[src/rtl/alu_pkg.sv]
// Shared definitions for the alu command sequencer: opcodes, response codes,
// FSM state encoding and opcode classification.
package alu_pkg;

  // Opcodes, matching the alu block.
  localparam logic [3:0] OpAdd   = 4'd0;
  localparam logic [3:0] OpSub   = 4'd1;
  localparam logic [3:0] OpMult  = 4'd2;
  localparam logic [3:0] OpDiv   = 4'd3;
  localparam logic [3:0] OpOr    = 4'd4;
  localparam logic [3:0] OpAnd   = 4'd5;
  localparam logic [3:0] OpXor   = 4'd6;
  localparam logic [3:0] OpRead  = 4'd7;
  localparam logic [3:0] OpWrite = 4'd8;
  localparam logic [3:0] OpLeft  = 4'd9;
  localparam logic [3:0] OpRight = 4'd10;
  localparam logic [3:0] OpArith = 4'd11;

  // Response status codes.
  localparam logic [1:0] RspOk      = 2'd0;
  localparam logic [1:0] RspOpErr   = 2'd1;
  localparam logic [1:0] RspTimeout = 2'd2;
  localparam logic [1:0] RspDivZero = 2'd3;

  typedef enum logic [2:0] {
    StIdle,
    StRdReq,
    StRdWait,
    StExec,
    StWb,
    StResp
  } seq_state_e;

  typedef enum logic [2:0] {
    ClsSingle,
    ClsMulti,
    ClsRead,
    ClsWrite,
    ClsIllegal
  } op_class_e;

  // Divide is treated as multi-cycle: the alu signals completion with op_done.
  function automatic op_class_e op_class(input logic [3:0] op);
    op_class_e cls;
    case (op)
      OpAdd, OpSub, OpOr, OpAnd, OpXor:          cls = ClsSingle;
      OpMult, OpDiv, OpLeft, OpRight, OpArith:   cls = ClsMulti;
      OpRead:                                    cls = ClsRead;
      OpWrite:                                   cls = ClsWrite;
      default:                                   cls = ClsIllegal;
    endcase
    return cls;
  endfunction

endpackage

[src/rtl/alu_sequencer.sv]
// Command front end for the alu: fetches operand 2 from memory, runs the op on
// the external alu, optionally writes the result back, and returns a response.
module alu_sequencer
  import alu_pkg::*;
#(
  parameter int unsigned op_sz   = 32,
  parameter int unsigned addr_sz = 8,
  parameter int unsigned timeout = 64
) (
  input  logic               clk,
  input  logic               reset,
  // Command port
  input  logic               cmd_valid,
  output logic               cmd_ready,
  input  logic [3:0]         cmd_op,
  input  logic [op_sz-1:0]   cmd_data,
  input  logic [addr_sz-1:0] cmd_addr,
  input  logic               cmd_wb,
  // Data memory
  output logic [addr_sz-1:0] mem_addr,
  output logic               mem_rd_en,
  input  logic [op_sz-1:0]   mem_rd_data,
  output logic               mem_wr_en,
  output logic [op_sz-1:0]   mem_wr_data,
  // alu
  output logic [3:0]         alu_op,
  output logic [op_sz-1:0]   alu_in_1,
  output logic [op_sz-1:0]   alu_in_2,
  input  logic [op_sz-1:0]   alu_out,
  input  logic               alu_op_err,
  input  logic               alu_op_done,
  // Response port
  output logic               rsp_valid,
  input  logic               rsp_ready,
  output logic [op_sz-1:0]   rsp_data,
  output logic [1:0]         rsp_code
);

  localparam int unsigned CntW = $clog2(timeout + 1);

  seq_state_e         state_q, state_d;
  logic [3:0]         op_q, op_d;
  logic [op_sz-1:0]   data_q, data_d;
  logic [addr_sz-1:0] addr_q, addr_d;
  logic               wb_q, wb_d;
  logic [op_sz-1:0]   opb_q, opb_d;
  logic [CntW-1:0]    cnt_q, cnt_d;
  logic [op_sz-1:0]   result_q, result_d;
  logic [1:0]         code_q, code_d;

  op_class_e       cmd_cls, exec_cls;
  logic [CntW-1:0] cnt_inc;
  logic            sample;

  assign cmd_cls  = op_class(cmd_op);
  assign exec_cls = op_class(op_q);

  // Next-state and output decode; outputs are zero unless the state drives them.
  always_comb begin
    state_d  = state_q;
    op_d     = op_q;
    data_d   = data_q;
    addr_d   = addr_q;
    wb_d     = wb_q;
    opb_d    = opb_q;
    cnt_d    = cnt_q;
    result_d = result_q;
    code_d   = code_q;

    cmd_ready   = 1'b0;
    mem_addr    = '0;
    mem_rd_en   = 1'b0;
    mem_wr_en   = 1'b0;
    mem_wr_data = '0;
    alu_op      = OpAdd;
    alu_in_1    = '0;
    alu_in_2    = '0;
    rsp_valid   = 1'b0;
    rsp_data    = '0;
    rsp_code    = RspOk;

    cnt_inc = cnt_q + CntW'(1);
    sample  = 1'b0;

    unique case (state_q)
      StIdle: begin
        cmd_ready = 1'b1;
        if (cmd_valid) begin
          op_d   = cmd_op;
          data_d = cmd_data;
          addr_d = cmd_addr;
          wb_d   = cmd_wb;
          cnt_d  = '0;
          if (cmd_cls == ClsIllegal) begin
            result_d = '0;
            code_d   = RspOpErr;
            state_d  = StResp;
          end else if (cmd_cls == ClsWrite) begin
            result_d = cmd_data;
            code_d   = RspOk;
            state_d  = StWb;
          end else begin
            state_d = StRdReq;
          end
        end
      end

      StRdReq: begin
        mem_rd_en = 1'b1;
        mem_addr  = addr_q;
        state_d   = StRdWait;
      end

      StRdWait: begin
        opb_d = mem_rd_data;
        if (exec_cls == ClsRead) begin
          result_d = mem_rd_data;
          code_d   = RspOk;
          state_d  = StResp;
        end else if (op_q == OpDiv && mem_rd_data == '0) begin
          result_d = '0;
          code_d   = RspDivZero;
          state_d  = StResp;
        end else begin
          cnt_d   = '0;
          state_d = StExec;
        end
      end

      StExec: begin
        alu_op   = op_q;
        alu_in_1 = data_q;
        alu_in_2 = opb_q;
        // Multi-cycle ops may still show a stale op_done on the first cycle.
        sample   = (exec_cls == ClsMulti) ? (cnt_q != '0 && alu_op_done) : 1'b1;
        cnt_d    = cnt_inc;
        if (sample) begin
          if (alu_op_err) begin
            result_d = '0;
            code_d   = RspOpErr;
            state_d  = StResp;
          end else begin
            result_d = alu_out;
            code_d   = RspOk;
            state_d  = wb_q ? StWb : StResp;
          end
        end else if (cnt_inc == CntW'(timeout)) begin
          result_d = '0;
          code_d   = RspTimeout;
          state_d  = StResp;
        end
      end

      StWb: begin
        mem_wr_en   = 1'b1;
        mem_addr    = addr_q;
        mem_wr_data = result_q;
        state_d     = StResp;
      end

      StResp: begin
        rsp_valid = 1'b1;
        rsp_data  = result_q;
        rsp_code  = code_q;
        if (rsp_ready) begin
          state_d = StIdle;
        end
      end

      default: state_d = StIdle;
    endcase
  end

  // State and captured-operand registers with synchronous active-low reset.
  always_ff @(posedge clk) begin
    if (!reset) begin
      state_q  <= StIdle;
      op_q     <= '0;
      data_q   <= '0;
      addr_q   <= '0;
      wb_q     <= 1'b0;
      opb_q    <= '0;
      cnt_q    <= '0;
      result_q <= '0;
      code_q   <= RspOk;
    end else begin
      state_q  <= state_d;
      op_q     <= op_d;
      data_q   <= data_d;
      addr_q   <= addr_d;
      wb_q     <= wb_d;
      opb_q    <= opb_d;
      cnt_q    <= cnt_d;
      result_q <= result_d;
      code_q   <= code_d;
    end
  end

endmodule
[config.mk]
export PLATFORM = sky130hd
export DESIGN_NAME = alu_sequencer
export DESIGN_NICKNAME = d
export VERILOG_FILES = /design/src/rtl/alu_pkg.sv /design/src/rtl/alu_sequencer.sv
export SDC_FILE = /design/constraint.sdc
export NUM_CORES = 1
export LEC_CHECK = 0
export CORE_ASPECT_RATIO = 1.1
export CORE_MARGIN = 2
export CORE_UTILIZATION = 30
export CTS_CLUSTER_DIAMETER = 120
export CTS_CLUSTER_SIZE = 40
export DETAILED_ROUTE_END_ITERATION = 10
export GPL_TIMING_DRIVEN = 0
export PLACE_DENSITY = 0.64
export SETUP_SLACK_MARGIN = 0.2
export SYNTH_ARGS = -nofsm -noshare
export SYNTH_HDL_FRONTEND = slang
export SYNTH_SLANG_ARGS = --single-unit
export TNS_END_PERCENT = 20
[constraint.sdc]
create_clock -name clk -period 2.99 [get_ports clk]
set_input_delay 0.598 -clock clk [delete_from_list [all_inputs] [get_ports clk]]
set_output_delay 0.598 -clock clk [all_outputs]
set_load 0.1 [all_outputs]
==> run_1/wires.png <==
Scale: 2 px per µm. Two of the layers only.
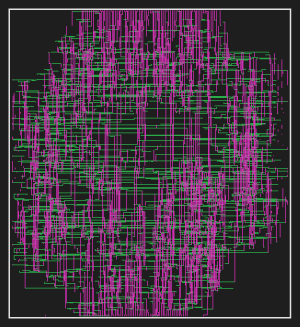
| layer | colour | wire length |
|---|---|---|
| metal 1 | green | 10,600 µm |
| metal 2 | magenta | 12,900 µm |
post-detailed-route wirelength per cell: 19.5 µm
total track usage: 23.6%
final wirelength: 25,700 µm
total via count after detailed routing: 6,675

==> run_1/layer_met2.png <==
Scale: 2 px per µm.
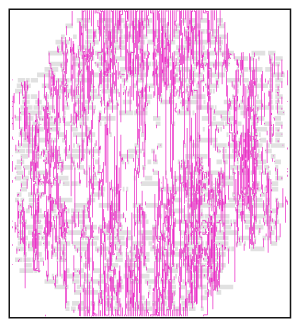
share of all routed wire: 50%
longest straight run: 57.8 µm
nets with wire on the layer: 970
GR met2 Demand/Resource: 41.3%

==> run_1/io_placement.png <==
Scale: 3 px per µm. Pins as bars across the die edge, other pins in grey.
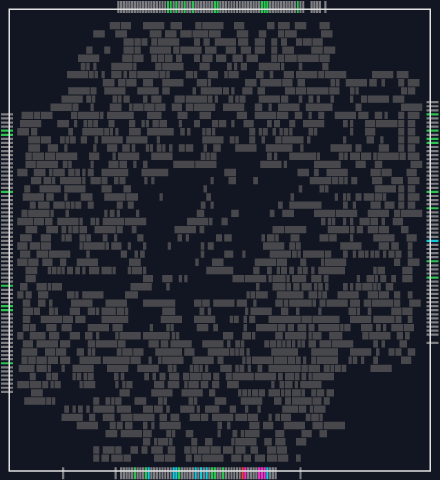
| port | colour | pins | direction | edge |
|---|---|---|---|---|
| `cmd_op` | magenta | 4 | input | bottom |
| `rsp_data` | green | 32 | output | 11 top, 8 right, 7 left, 6 bottom |
| `mem_addr` | cyan | 8 | output | 7 bottom, 1 right |
| `rsp_ready` | red | 1 | input | bottom |
Horiz. Die Dim: 140 µm
number of I/O port buffers: 260
die height: 153 µm

==> run_1/detail.png <==
Window x 50 to 90, y 57 to 97 µm. Cells in grey, sequential cells in the stronger grey; small squares are vias.
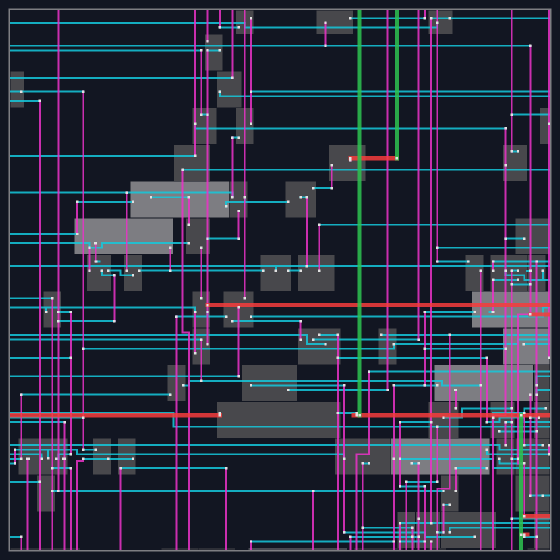
| layer | colour |
|---|---|
| metal 4 | green |
| metal 3 | red |
| metal 1 | cyan |
| metal 2 | magenta |
netlist names of flops here include: `cnt_q` (2), `opb_q` (2)
cells with their middle in the window: 51
most frequent: clkbuf_1 (11), nand2_1 (6), dfxtp_1 (5)
sequential cells in the window: 5

==> flow_summary_export.csv, run 1 <==
group,metric,value,unit
logic_synthesis,most_popular_library_cell_in_the_synthesized_design_by_count,"sky130_fd_sc_hd__nand2_1",
logic_synthesis,synth_async_sr_flop_share,0,%
detailed_routing,via_per_inst,5.05,
power,overall_power,8.20,mW
logic_synthesis,yosys_cells,776,
logic_synthesis,synth_chip_area,0.00609,mm²
grt,groute.layer.met3.usage,5.64,%
critical_path,worstSetupEndpoint,"result_q[6]",
logic_synthesis,synth_cells,776,
detailed_routing,postRouteAntennaNets,0,
logic_synthesis,synth-simple-area-share,33.1,%
final_timing,finalHoldViolCount,0,
logic_synthesis,synth_warnings,0,
die,ios,261,
layout,final_core_utilization,50.0,%
clock_tree,cts.path.max_buffers,2,
clock_tree,worst_skew_pair.late_latency,0.41,ns
die,floorplanUtilization,30.7,%
final_timing,clock-skew-final,0.00771,ns
clock_tree,clock_sink_count,124,
logic_synthesis,dominant_register_cell,"sky130_fd_sc_hd__dfxtp_1",
critical_path,start_kind,"input port",
critical_path,critical_path.max_fanout,10,
layout,final_cell_count_no_fill,1321,
die,design.core.area,0.0199,mm²
logic_synthesis,yosysSeqAreaShare,40.7,%
layout,layout.cells.most_common_list,"sky130_fd_sc_hd__nand2_1, sky130_fd_sc_hd__and2_1, sky130_fd_sc_hd__dfxtp_1",
min_path,hold_depth,2,
clock_tree,numCtsBuffers,17,
die,std_cell_rows,54,
layout,final_nets,1175,
final_timing,setup_violations,0,
grt,groute.layer.met1.usage,29.1,%
status,outcome,"finished, final reports clean",
logic_synthesis,number_of_enable_type_register_cells_in_the_synthesized_netlist,0,
-- run 1: per-stage QoR --
| stage | setup TNS [ns] | hold slack (ns) |
|---|---|---|
| after global routing | 0 | 0.463 |
| after global placement | -135.28 | 0.437 |
| after detailed placement | -130.45 | 0.442 |
| after floorplan | -12.53 | 0.432 |
| final | 0 | 0.448 |
| after CTS | 0 | 0.450 |
-- run 1: routing by layer --
metal  wire length [µm]  up-vias
li1                   -     3232
met1              10600     3128
met2              12900      289
met3               1790       26
met4                429        0
met5                  0        -
-- run 1: final cells by class --
| cell class | count | area [µm²] |
|---|---|---|
| Clock buffer | 22 | 474 |
| Fill cell | 1993 | 9930 |
| Multi-Input combinational cell | 581 | 3360 |
| Timing Repair Buffer | 263 | 2760 |
| Buffer | 65 | 380 |
| Sequential cell | 124 | 2480 |
| Inverter | 6 | 22.5 |
| Tap cell | 252 | 315 |
| Clock inverter | 8 | 140 |
-- run 1: critical path: stages --
cell                              delay (ns)
sky130_fd_sc_hd__clkdlybuf4s50_1        0.50
sky130_fd_sc_hd__nor4_1                 0.50
sky130_fd_sc_hd__and4_1                 0.31
sky130_fd_sc_hd__nand3_1                0.18
sky130_fd_sc_hd__a211oi_4               0.42
sky130_fd_sc_hd__buf_2                  0.33
sky130_fd_sc_hd__nor2_1                 0.07
sky130_fd_sc_hd__a211oi_1               0.23
-- run 1: report_power, final --
| group | internal, mW | switching [mW] |
|---|---|---|
| combinational | 1.16 | 2.42 |
| clock | 1.45 | 0.747 |
| sequential | 2.14 | 0.287 |
| total | 4.74 | 3.45 |
-- run 1: registers in the layout (all words and copies together), names as in the netlist --
name,count
cnt_q,7
op_q,4
code_q,2
wb_q,1
result_q,32
state_q,3
exec_cls,3
opb_q,32
data_q,32
addr_q,8
==> run 2, diff against run 1 <==
--- a/config.mk
+++ b/config.mk
@@ -9,7 +9,6 @@
 export CORE_MARGIN = 2
 export CORE_UTILIZATION = 30
 export CTS_CLUSTER_DIAMETER = 120
-export CTS_CLUSTER_SIZE = 40
 export DETAILED_ROUTE_END_ITERATION = 10
 export GPL_TIMING_DRIVEN = 0
 export PLACE_DENSITY = 0.64
==> run_2/io_placement.png <==
Scale: 3 px per µm. Pins as bars across the die edge, other pins in grey.
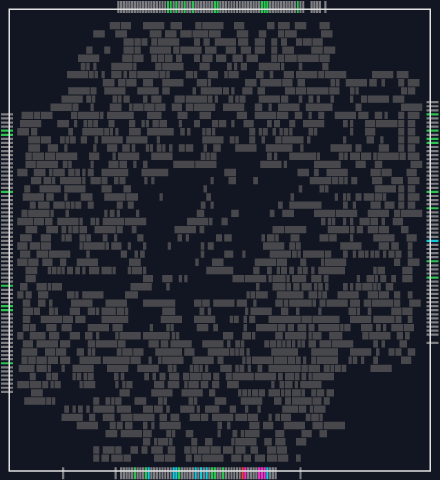
| port | colour | pins | direction | edge |
|---|---|---|---|---|
| `rsp_data` | green | 32 | output | 11 top, 8 right, 7 left, 6 bottom |
| `rsp_ready` | red | 1 | input | bottom |
| `mem_addr` | cyan | 8 | output | 7 bottom, 1 right |
| `cmd_op` | magenta | 4 | input | bottom |
all pins by edge: 73 top, 69 left, 60 bottom, 59 right

==> run 2 against run 1 <==
Area after synthesis did not move. Critical path depth stayed put. Die area did not move. Flip-flop count unchanged. Cell count unchanged. Critical path type unchanged. Critical endpoint unchanged. Largest cell class unchanged. Largest power group unchanged.
==> flow_summary_export.csv, run 2 <==
group,metric,value,unit
clock_tree,numCtsBuffers,17,
die,design.core.area,0.0199,mm²
layout,largestRegisters,"data_q: 32 flops, opb_q: 32 flops, result_q: 32 flops",
power,combinational_group_share_of_total_power,43.6,%
clock_tree,clock_sink_count,124,
logic_synthesis,synth_async_sr_flop_share,0,%
logic_synthesis,most_popular_library_cell_in_the_synthesized_design_by_count,"sky130_fd_sc_hd__nand2_1",
final_timing,clock-skew-final,0.00771,ns
layout,fillers,1993,
clock_tree,cts.path.max_buffers,2,
final_timing,setup_violations,0,
layout,buffers_excl_clock,328,
detailed_routing,wl,25700,µm
die,tapcell.inserted,252,
critical_path,critical_path.max_fanout,10,
layout,final_cell_count_no_fill,1321,
detailed_routing,postRouteAntennaNets,0,
power,internal_power,4.74,mW
die,die-height,153,µm
detailed_routing,via_per_inst,5.05,
logic_synthesis,synth_cells,776,
die,ios,261,
critical_path,worstSetupEndpoint,"result_q[6]",
final_timing,whs,0.448,ns
layout,layout.clock.cell_area_share,6.18,%
power,overall_power,8.20,mW
layout,logic_gate_count,581,
layout,n_all_inverters,6,
logic_synthesis,synth_warnings,0,
clock_tree,worst_skew_pair.late_latency,0.41,ns
status,outcome,"finished, final reports clean",
logic_synthesis,yosysSeqAreaShare,40.7,%
layout,logic_cell_area,0.00336,mm²
logic_synthesis,number_of_enable_type_register_cells_in_the_synthesized_netlist,0,
layout,layout.cells.most_common_list,"sky130_fd_sc_hd__nand2_1, sky130_fd_sc_hd__and2_1, sky130_fd_sc_hd__dfxtp_1",
layout,final_core_utilization,50.0,%
power,switching_component_of_the_power,3.45,mW
detailed_routing,via_count,6675,
logic_synthesis,yosys_cells,776,
layout,ff_latch_area,0.00248,mm²
grt,track_usage,23.6,%
power,netSwitchingFraction,42.1,%
die,die_x,140,µm
detailed_routing,wire_per_inst,19.5,µm
final_timing,finalHoldViolCount,0,
layout,seq_area_share,25.0,%
critical_path,start_kind,"input port",
==> run_2/layer_met2.png <==
Scale: 2 px per µm.
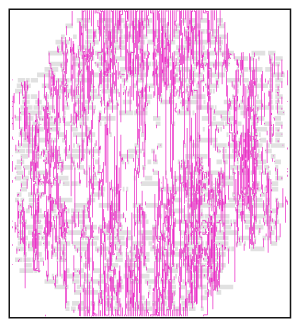
longest straight run: 57.8 µm
share of all routed wire: 50%
main direction: vertical
nets with wire on the layer: 970
wire length on this layer: 12,900 µm

[run 2: cell counts in the layout (fill, tap and decap cells not counted)]
Identical to the previous run, type by type.
[run 2: metal layers]
layer	routed length, µm	part of all wire, %	vias up	GRT usage [%]
met4	429	1.7	0	6.14
met1	10600	41	3128	29.1
li1	-	-	3232	-
met3	1790	7.0	26	5.64
met5	0	0	-	0
met2	12900	50	289	41.3
[run 2: worst min-delay path by stage]
stage           endpoint  slack, ns  cells past startpoint
6_report       data_q[0]       0.45                      2
5_1_grt         opb_q[5]       0.46                      2
4_1_cts        data_q[9]       0.45                      2
3_5_place_dp   data_q[9]       0.44                      2
3_3_place_gp   opb_q[12]       0.44                      2
2_1_floorplan  addr_q[0]       0.43                      2
[run 2: repair_timing]
action,in CTS,in global routing
setup endpoints to repair,149,179
resized,922,96
pin swaps,1,1
buffers inserted,1,2
[run 2: logic make-up after synthesis]
logic type | synth area share, %
AND-OR/OR-AND | 20.1
adder cells (fa/ha/maj) | 0.411
buffers and inverters | 5.48
flip-flops | 40.7
multiplexers | 0.164
AND/OR/NAND/NOR | 33.1
[run 2: critical path, cell delays in order]
cell and delay (ns):
sky130_fd_sc_hd__clkdlybuf4s50_1 0.50, sky130_fd_sc_hd__nor4_1 0.50, sky130_fd_sc_hd__and4_1 0.31, sky130_fd_sc_hd__nand3_1 0.18, sky130_fd_sc_hd__a211oi_4 0.42, sky130_fd_sc_hd__buf_2 0.33
sky130_fd_sc_hd__nor2_1 0.07, sky130_fd_sc_hd__a211oi_1 0.23
[run 2: power by group through the flow]
stage	registers (mW)	logic [mW]	clock network, mW
3_3_place_gp	2.44	3.43	0
4_1_cts	2.43	3.53	2.22
2_1_floorplan	2.34	2.42	0
6_report	2.43	3.58	2.19
5_1_grt	2.49	3.86	2.29
3_5_place_dp	2.46	3.44	0
==> run 3, diff against run 2 <==
--- a/config.mk
+++ b/config.mk
@@ -13,6 +13,7 @@
 export GPL_TIMING_DRIVEN = 0
 export PLACE_DENSITY = 0.64
 export SETUP_SLACK_MARGIN = 0.2
+export SKIP_LAST_GASP = 1
 export SYNTH_ARGS = -nofsm -noshare
 export SYNTH_HDL_FRONTEND = slang
 export SYNTH_SLANG_ARGS = --single-unit
==> constraint.sdc (replaced) <==
create_clock -name clk -period 3.2 [get_ports clk]
set_input_delay 0.64 -clock clk [delete_from_list [all_inputs] [get_ports clk]]
set_output_delay 0.64 -clock clk [all_outputs]
set_load 0.1 [all_outputs]
==> run_3/placement.png <==
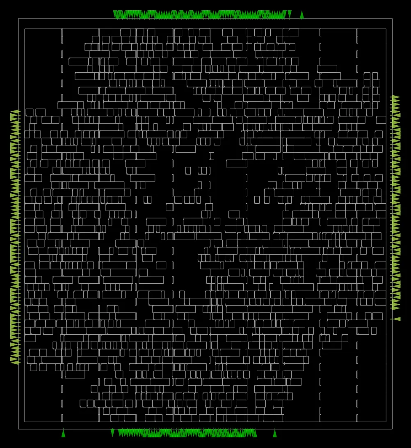
final non-filler cell total: 1,322
fraction of area in registers: 26.3%

==> run 3 against run 2 <==
The run now ends with setup timing left. Critical path depth down 1. Via count up 0.94%. Utilization down 2.5 points. Non-clock buffer count down 1. Power down 8.1%. Register-to-register slack better by 0.20 ns. Largest power group unchanged. Sequential share of layout area up 1.3 points.
==> flow_summary_export.csv, run 3 <==
group,metric,value,unit
min_path,worstHoldEndpoint,"opb_q[26]",
final_timing,worst_setup_margin,-0.0449,ns
critical_path,buffer_and_inverter_tally_for_the_worst_setup_path,3,
critical_path,start_kind,"register",
grt,track_usage,23.1,%
logic_synthesis,synth_async_sr_flop_share,0,%
power,pwr.group.combinational,3.21,mW
clock_tree,numCtsBuffers,17,
detailed_routing,via_count,6738,
detailed_routing,wire_per_inst,19.2,µm
layout,layout.cells.most_common_list,"sky130_fd_sc_hd__nand2_1, sky130_fd_sc_hd__and2_1, sky130_fd_sc_hd__dfxtp_1",
final_timing,setup_violations,1,
detailed_routing,wl,25400,µm
critical_path,crit_chain,"clkbuf_1, or2_2, nor2_4, buf_4, nor2_4, nor2b_2, clkdlybuf4s15_2",
power,clock_power,2.05,mW
min_path,hold_depth,2,
critical_path,critical_path.max_fanout,10,
layout,final_core_utilization,47.5,%
logic_synthesis,yosys_cells,776,
critical_path,cp_slowest_stage_delay,0.48,ns
final_timing,finalHoldViolCount,0,
clock_tree,clock_sink_count,124,
clock_tree,cts.path.max_buffers,2,
clock_tree,cts_repair_resize_count,700,
logic_synthesis,most_popular_library_cell_in_the_synthesized_design_by_count,"sky130_fd_sc_hd__nand2_1",
logic_synthesis,yosysSeqAreaShare,40.7,%
critical_path,crit_slowest_cell,"sky130_fd_sc_hd__clkdlybuf4s15_2",
status,outcome,"finished with violations",
clock_tree,worst_skew_pair.late_latency,0.42,ns
die,design.core.area,0.0199,mm²
logic_synthesis,synth_cells,776,
clock_tree,post-cts-setup-buffer-count,2,
detailed_routing,via_per_inst,5.10,
critical_path,top_delay_family_on_crit_path,"buffers and inverters",
final_timing,clock-skew-final,0.00674,ns
status,violations_in_the_final_reports,"setup timing",
power,overall_power,7.54,mW
die,die_x,140,µm
power,combinational_group_share_of_total_power,42.6,%
logic_synthesis,number_of_enable_type_register_cells_in_the_synthesized_netlist,0,
==> run_3/io_placement.png <==
Scale: 3 px per µm. Pins as bars across the die edge, other pins in grey.
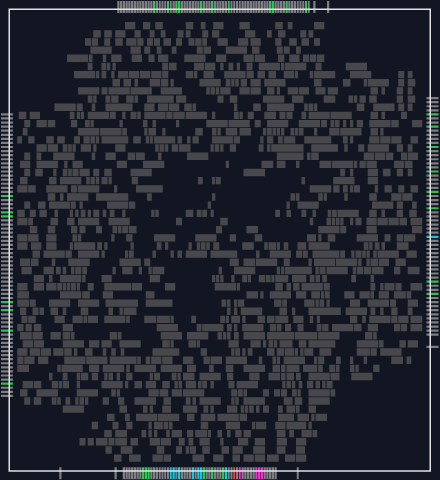
| port | colour | pins | direction | edge |
|---|---|---|---|---|
| `cmd_op` | magenta | 4 | input | bottom |
| `rsp_data` | green | 32 | output | 11 top, 8 right, 7 left, 6 bottom |
| `rsp_ready` | red | 1 | input | bottom |
| `mem_addr` | cyan | 8 | output | 7 bottom, 1 right |
all pins by edge: 72 top, 70 left, 60 right, 59 bottom

## run 3: cell counts after synthesis
Identical to the previous run, type by type.
## run 3: routing by layer
| metal | vias up | GRT usage [%] | part of all wire (%) |
|---|---|---|---|
| met3 | 43 | 5.08 | 6.7 |
| met2 | 299 | 39.7 | 49 |
| met4 | 0 | 9.43 | 2.9 |
| met5 | - | 0 | 0 |
| met1 | 3158 | 27.9 | 41 |
| li1 | 3238 | - | - |
## run 3: logic make-up after synthesis
| kind of cell | share of synthesized area, % |
|---|---|
| and+or+nand+nor | 33.1 |
| AOI/OAI and AO/OA | 20.1 |
| DFF | 40.7 |
| buffers and inverters | 5.48 |
| adders and majority gates | 0.411 |
| muxes | 0.164 |
## run 3: final cells by class
| cell class | count | area (µm²) | share of cell area (%) |
|---|---|---|---|
| well taps | 252 | 315 | 3.34 |
| clock buffers | 17 | 425 | 4.51 |
| inverters | 6 | 22.5 | 0.239 |
| flip-flops and latches | 124 | 2480 | 26.3 |
| plain buffers | 65 | 335 | 3.55 |
| multi-input cells | 581 | 3340 | 35.4 |
| repair buffers | 262 | 2320 | 24.6 |
| clock inverters | 15 | 196 | 2.08 |
## run 3: through the flow
step	setup slack, ns	cell area, µm²	hold WS (ns)	instances
after global routing	-0.159	9440	0.462	1322
after detailed placement	-0.936	9060	0.442	1288
after floorplan	-0.381	6140	0.432	776
after CTS	-0.0878	9560	0.450	1322
after global placement	-0.856	9060	0.437	1288
final	-0.0449	9440	0.448	1322
## run 3: how the worst max path moves through the flow
stage	endpoint	cells past startpoint	slack, ns
floorplan	result_q[31]	7	-0.38
global placement	alu_in_1[19]	7	-0.86
detailed placement	mem_addr[7]	6	-0.94
CTS	rsp_data[31]	5	-0.09
global route	mem_addr[7]	7	-0.16
finish	mem_addr[7]	7	-0.04
Power figures rest on the tool's default switching activity, not on a simulated workload.
